`config.mk`:
```
export PLATFORM = sky130hd
export DESIGN_NAME = apb_bcd_convertor
export DESIGN_NICKNAME = d
export VERILOG_FILES = /design/src/rtl/apb_bcd_convertor.sv
export SDC_FILE = /design/constraint.sdc
export NUM_CORES = 1
export LEC_CHECK = 0
export ABC_AREA = 1
export CAP_MARGIN = 0
export CORE_AREA = 2 2 93 95
export DETAILED_ROUTE_END_ITERATION = 10
export DIE_AREA = 0 0 95 97
export HOLD_SLACK_MARGIN = 0.06
export PLACE_DENSITY_LB_ADDON = 0.25
export RECOVER_POWER = 100
export SLEW_MARGIN = 20
export SYNTH_ARGS = -nofsm -noshare
export SYNTH_HDL_FRONTEND = slang
export SYNTH_SLANG_ARGS = --single-unit
export TNS_END_PERCENT = 10
```
`constraint.sdc`:
```
create_clock -name clk -period 2.95 [get_ports clk]
set_input_delay 0.59 -clock clk [delete_from_list [all_inputs] [get_ports clk]]
set_output_delay 0.59 -clock clk [all_outputs]
set_load 0.01 [all_outputs]
```
`src/rtl/apb_bcd_convertor.sv`:
```
// APB-programmable binary<->BCD converter (double dabble / reverse double dabble).
// Latency: APB one wait state; conversion DATA_WIDTH cycles after START, invalid BCD flagged in 1.
// Backpressure: pready held 0 for one access cycle; START while busy is dropped and flags OVR.
module apb_bcd_convertor #(
    parameter int ADDR_WIDTH = 3,
    parameter int DATA_WIDTH = 8,
    parameter int BCD_DIGITS = 3
) (
    input  logic                  clk,
    input  logic                  reset,
    input  logic [ADDR_WIDTH-1:0] paddr,
    input  logic                  pwrite,
    input  logic                  psel,
    input  logic                  penable,
    input  logic [DATA_WIDTH-1:0] pwdata,
    output logic [DATA_WIDTH-1:0] prdata,
    output logic                  pready,
    output logic                  mod_ready
);

    localparam int BCD_W  = 4 * BCD_DIGITS;
    localparam int WORK_W = BCD_W + DATA_WIDTH;
    localparam int RES_W  = 2 * DATA_WIDTH;
    localparam int CNT_W  = $clog2(DATA_WIDTH + 1);
    localparam int OP_NIB = DATA_WIDTH / 4;

    localparam logic [ADDR_WIDTH-1:0] ADDR_CTRL    = ADDR_WIDTH'(0);
    localparam logic [ADDR_WIDTH-1:0] ADDR_OPERAND = ADDR_WIDTH'(1);
    localparam logic [ADDR_WIDTH-1:0] ADDR_RES_LO  = ADDR_WIDTH'(2);
    localparam logic [ADDR_WIDTH-1:0] ADDR_RES_HI  = ADDR_WIDTH'(3);
    localparam logic [ADDR_WIDTH-1:0] ADDR_STATUS  = ADDR_WIDTH'(4);

    typedef enum logic {
        ST_IDLE  = 1'b0,
        ST_SHIFT = 1'b1
    } state_t;

    state_t                state_q;
    state_t                state_d;
    logic [DATA_WIDTH-1:0] operand_q;
    logic                  mode_q;
    logic                  conv_mode_q;
    logic [WORK_W-1:0]     work_q;
    logic [WORK_W-1:0]     work_step;
    logic [CNT_W-1:0]      cnt_q;
    logic [RES_W-1:0]      result_q;
    logic [RES_W-1:0]      result_next;
    logic                  done_q;
    logic                  err_q;
    logic                  ovr_q;
    logic [DATA_WIDTH-1:0] rd_dat;

    logic wr_en;
    logic rd_phase;
    logic wr_ctrl;
    logic wr_operand;
    logic wr_status;
    logic busy;
    logic start_req;
    logic start_ok;
    logic start_ovr;
    logic bcd_bad;
    logic invalid;
    logic last_step;

    // A write lands on the edge closing the pready=1 cycle; read data is captured one edge earlier.
    assign wr_en      = psel & penable & pready & pwrite;
    assign rd_phase   = psel & penable & ~pready;
    assign wr_ctrl    = wr_en && (paddr == ADDR_CTRL);
    assign wr_operand = wr_en && (paddr == ADDR_OPERAND);
    assign wr_status  = wr_en && (paddr == ADDR_STATUS);

    assign busy      = (state_q == ST_SHIFT);
    assign start_req = wr_ctrl & pwdata[0];
    assign start_ok  = start_req & ~busy;
    assign start_ovr = start_req & busy;
    assign invalid   = start_ok & pwdata[1] & bcd_bad;
    assign last_step = busy && (cnt_q == CNT_W'(DATA_WIDTH - 1));

    // Flag any operand nibble that is not a decimal digit.
    always_comb begin
        bcd_bad = 1'b0;
        for (int i = 0; i < OP_NIB; i++) begin
            if (operand_q[4*i +: 4] > 4'd9) begin
                bcd_bad = 1'b1;
            end
        end
    end

    // One conversion step: BCD field sits above the binary field in the working register.
    always_comb begin
        work_step = work_q;
        if (!conv_mode_q) begin
            for (int i = 0; i < BCD_DIGITS; i++) begin
                if (work_step[DATA_WIDTH + 4*i +: 4] >= 4'd5) begin
                    work_step[DATA_WIDTH + 4*i +: 4] = work_step[DATA_WIDTH + 4*i +: 4] + 4'd3;
                end
            end
            work_step = {work_step[WORK_W-2:0], 1'b0};
        end else begin
            work_step = {1'b0, work_step[WORK_W-1:1]};
            for (int i = 0; i < BCD_DIGITS; i++) begin
                if (work_step[DATA_WIDTH + 4*i +: 4] >= 4'd8) begin
                    work_step[DATA_WIDTH + 4*i +: 4] = work_step[DATA_WIDTH + 4*i +: 4] - 4'd3;
                end
            end
        end
    end

    // Result seen at the end of the final step, zero-extended to the two-word result.
    always_comb begin
        result_next = '0;
        if (!conv_mode_q) begin
            result_next = RES_W'(work_step[WORK_W-1:DATA_WIDTH]);
        end else begin
            result_next = RES_W'(work_step[DATA_WIDTH-1:0]);
        end
    end

    // Next-state logic: leave IDLE only for a valid START, return after the last step.
    always_comb begin
        state_d = state_q;
        case (state_q)
            ST_IDLE: begin
                if (start_ok && !invalid) begin
                    state_d = ST_SHIFT;
                end
            end
            ST_SHIFT: begin
                if (last_step) begin
                    state_d = ST_IDLE;
                end
            end
            default: state_d = ST_IDLE;
        endcase
    end

    // State register.
    always_ff @(posedge clk or negedge reset) begin
        if (!reset) begin
            state_q <= ST_IDLE;
        end else begin
            state_q <= state_d;
        end
    end

    // mod_ready tracks the upcoming state so it drops on the START edge itself.
    always_ff @(posedge clk or negedge reset) begin
        if (!reset) begin
            mod_ready <= 1'b1;
        end else begin
            mod_ready <= (state_d != ST_SHIFT);
        end
    end

    // Register read mux; unmapped addresses read zero.
    always_comb begin
        rd_dat = '0;
        case (paddr)
            ADDR_CTRL:    rd_dat = DATA_WIDTH'({mode_q, 1'b0});
            ADDR_OPERAND: rd_dat = operand_q;
            ADDR_RES_LO:  rd_dat = result_q[DATA_WIDTH-1:0];
            ADDR_RES_HI:  rd_dat = result_q[RES_W-1:DATA_WIDTH];
            ADDR_STATUS:  rd_dat = DATA_WIDTH'({ovr_q, err_q, done_q, busy});
            default:      rd_dat = '0;
        endcase
    end

    // APB handshake: one wait state, read data registered on the edge raising pready.
    always_ff @(posedge clk or negedge reset) begin
        if (!reset) begin
            pready <= 1'b0;
            prdata <= '0;
        end else begin
            pready <= psel & penable & ~pready;
            if (rd_phase && !pwrite) begin
                prdata <= rd_dat;
            end
        end
    end

    // Programmable registers; a START refused for overrun leaves MODE alone.
    always_ff @(posedge clk or negedge reset) begin
        if (!reset) begin
            operand_q <= '0;
            mode_q    <= 1'b0;
        end else begin
            if (wr_operand) begin
                operand_q <= pwdata;
            end
            if (wr_ctrl && !start_ovr) begin
                mode_q <= pwdata[1];
            end
        end
    end

    // Conversion datapath: load on START, step while shifting, capture result on the last step.
    always_ff @(posedge clk or negedge reset) begin
        if (!reset) begin
            work_q      <= '0;
            cnt_q       <= '0;
            conv_mode_q <= 1'b0;
            result_q    <= '0;
        end else if (start_ok) begin
            conv_mode_q <= pwdata[1];
            cnt_q       <= '0;
            if (pwdata[1]) begin
                work_q <= WORK_W'({operand_q, {DATA_WIDTH{1'b0}}});
            end else begin
                work_q <= WORK_W'(operand_q);
            end
            if (invalid) begin
                result_q <= '0;
            end
        end else if (busy) begin
            work_q <= work_step;
            cnt_q  <= cnt_q + CNT_W'(1);
            if (last_step) begin
                result_q <= result_next;
            end
        end
    end

    // Sticky status flags: write-1-to-clear, hardware set takes priority over a clear.
    always_ff @(posedge clk or negedge reset) begin
        if (!reset) begin
            done_q <= 1'b0;
            err_q  <= 1'b0;
            ovr_q  <= 1'b0;
        end else begin
            if (last_step || invalid) begin
                done_q <= 1'b1;
            end else if (start_ok || (wr_status && pwdata[1])) begin
                done_q <= 1'b0;
            end
            if (invalid) begin
                err_q <= 1'b1;
            end else if (start_ok || (wr_status && pwdata[2])) begin
                err_q <= 1'b0;
            end
            if (start_ovr) begin
                ovr_q <= 1'b1;
            end else if (wr_status && pwdata[3]) begin
                ovr_q <= 1'b0;
            end
        end
    end

endmodule

```
==> impl_metrics.yaml <==
# yosys + openroad results
sta:
  max_freq_mhz: 418
  rsz0062_at_grt: "false"
  maxSlewViolCount: 36
  post-route-min-period_ns: 2.39
  holdWs_ns: 0.477
  hold_violations: 0
  fin_tns_setup_ns: 0
  relSlewSlack_pct: -28.6
  worst_pin_slew_ns: 1.93
  setup_viol: 0
critical_path:
  cp-start-kind: "input pin"
  crit_buf_inv: 2
  max_stage_delay_ns: 0.57
  critPathKind: "input pin to flop"
  worstPathMaxFanout: 15
  cp_top_family: "buffers and inverters"
  r2r_end: "work_q[18]"
  end_kind: "flop"
  worstPathArrival_ns: 2.59
  ff2ff_path_depth: 6
  cp-endpoint: "work_q[18]"
  critPathLaunch: "psel"
  cp_cell_sequence: "dlygate4sd3_1, nand2_1, nor2_1, nand3_4, nand2_2, clkbuf_1, o21ai_0"
  crit_cells: 7
  critPathSlowestCell: "clkbuf_1"
  r2r_setup_slack_ns: 0.98
  critPathRequiredTime_ns: 3.15
  rr_startpoint: "pready"
power_and_ir_drop:
  leakage_nw: 2.08
  p_sw_share_pct: 32.0
  power_density_mw_per_mm2: 528
  combinationalPowerShare_pct: 19.3
  p_comb_w: 0.000420
  power_frac_seq_pct: 45.9
  clockPowerShare_pct: 34.8
  switchingPower_w: 0.000695
  power.total_w: 0.00217
  internal_power_w: 0.00148
  p_clk_w: 0.000756
  ir_drop_uv: 321
  top_power_group: "sequential cells"
  pg_seq_w: 0.000996
clock_network:
  post_cts_buffers: 0
  cts_tree: "built"
  cts_resized: 0
  cts_hold_buf: 0
  cts-buffers-inserted: 9
  cts-htree-levels: 3
  cts.sinks: 60
  cts-root-buf: "clkbuf_8"
  clock_latency_ns: 0.35
  clock_path_buffers: 2
synthesis:
  ys_area_mm2: 0.00359
  fp_nets: 529
  synthesis.instances: 500
  async_flop_share_pct: 100
  simple_gate_area_share_pct: 33.2
  syn_avg_cell_area_um2: 7.19
  synth.area.top_cells: "dfrtp_1 (41%), nand2_1 (20%), o21ai_0 (6.5%)"
  adder_share_pct: 4.53
  yosys.area_share.aoi_pct: 11.2
  synthMostInstantiatedCell: "nand2_1"
  ys.flop_type: "dfrtp_1"
  top_logic_kind: "simple AND/OR/NAND/NOR gates"
  xor_area_share_pct: 0.487
  synthesis.area_mm2: 0.00359
  ys_seq_share_pct: 41.8
  numSynthFlops: 60
  yosysWarningCount: 0
  synthMuxAreaShare_pct: 0.627
  synth_cell_type_count: 28
global_route:
  grtUsageMet2_pct: 31.6
  antenna_found_initial: 0
  grt_first_pass_wirelength_um: 15200
  grt_pass1_vias: 3099
place:
  place_inst: 621
  dpl_cell_area_mm2: 0.00395
  hpwl_um: 6630
  gp_congestion: 0.863
  dp_slack_ns: 0.498
final_layout:
  comb_share_pct: 43.4
  comb_cells: 368
  seq_share_pct: 36.5
  clkCellAreaFrac_pct: 4.86
  diodes: 0
  n_all_buffers: 34
  nFillCells: 802
  clock_buffers: 9
  lay_top_count: "nand2_1"
  fin_cells: 637
  nets: 556
  seq_cells: 60
  largestRegisters: "work_q: 20 flops, result_q: 12 flops"
  largestClassByArea: "logic gates"
  combGateArea_mm2: 0.00179
  drive_gt1_share_pct: 6.58
  bufAreaShareNonClock_pct: 7.14
  largest_reg_flops: 20
  inverters: 54
  regMostFlops: "work_q"
  area.growth.synth_to_final_pct: 14.6
floorplan:
  dieArea_mm2: 0.00922
  die_w_um: 95
  tapCellCount: 105
  fp_util_pct: 44.2
  dieHeight_um: 97
drt:
  drc: 0
  wl_met3_um: 496
  vias_per_cell: 5.28
  maxUsedRoutingLayer: "met4"
  wl_met2_um: 4150
  ant_nets: 0
  drtIter0Drc: 330
min_path:
  holdPathEnd: "pready"
  hold_path_class: "flop to flop"
flow_run:
  warning_count: 35
  drv_cap: 1
status:
  status: "complete, but fails checks"
  violations: "capacitance limit, slew limit"
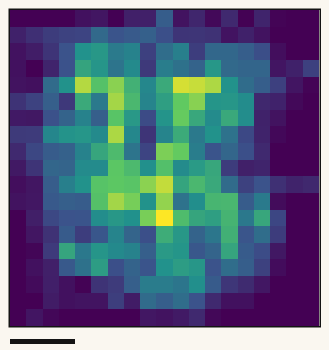
Figure 1: routed metal per tile.
Scale bar: 20 um. 19 x 19 tiles, from dark purple (low) to yellow (high), scaled to the fullest tile. Values are wire area over tile area, all layers added.
18% of the tiles are nearly empty. 22% of the tiles are over half the peak. The densest ninth of the die: center. The mean over all tiles is 0.16. The fullest tile reaches 0.56.
Tot GR Track Use: 21.2%
Routed WL: 9160 um
Vias: 3361

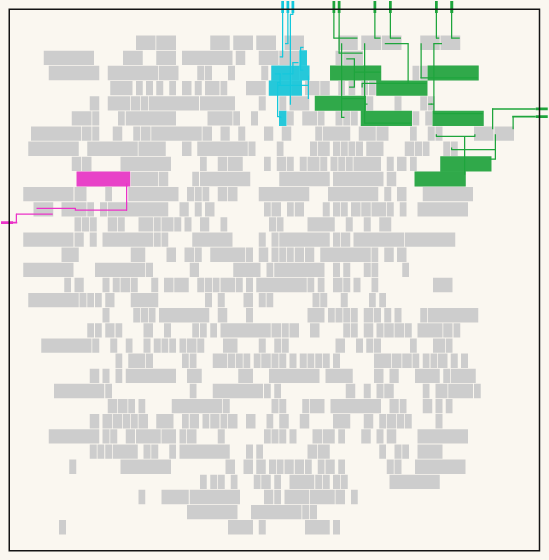
Figure 2: wires at chosen ports, followed through buffers.
Key: cyan = paddr [direction input, edge top, end cells 7, wire 62.1 um]; green = prdata [direction output, edge 6 top, 2 right, end cells 8, wire 206 um]; magenta = mod_ready [direction output, edge left, end cells 1, wire 29.9 um]
Ports: 26
IO Port Bufs: 25

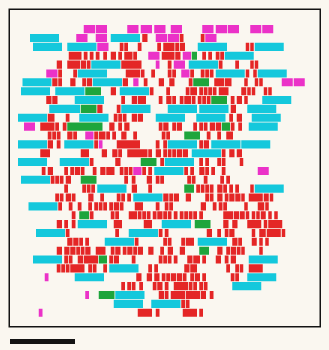
Figure 3: cells colored by class.
Scale bar: 20 um.
Key: green = clock drivers and dummy loads [cells 16, share of their area 5.0%]; magenta = remaining buffers and delay cells [cells 34, share of their area 7.4%]; red = remaining logic cells [cells 422, share of their area 50%]; cyan = registers [cells 60, share of their area 38%]
final core utilization: 50.6%
Site Rows: 33
post-route cell area: 0.00412 mm^2
core area: 0.00813 mm^2

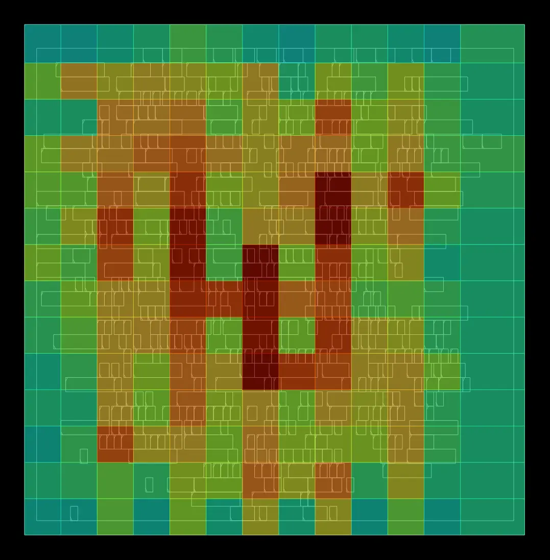
Figure 4: routing congestion.
met1 Use GR: 31.0%
GRT met3 Usage: 3.19%
Top Usage Layer GRT: met2
routed length per instance: 14.4 um

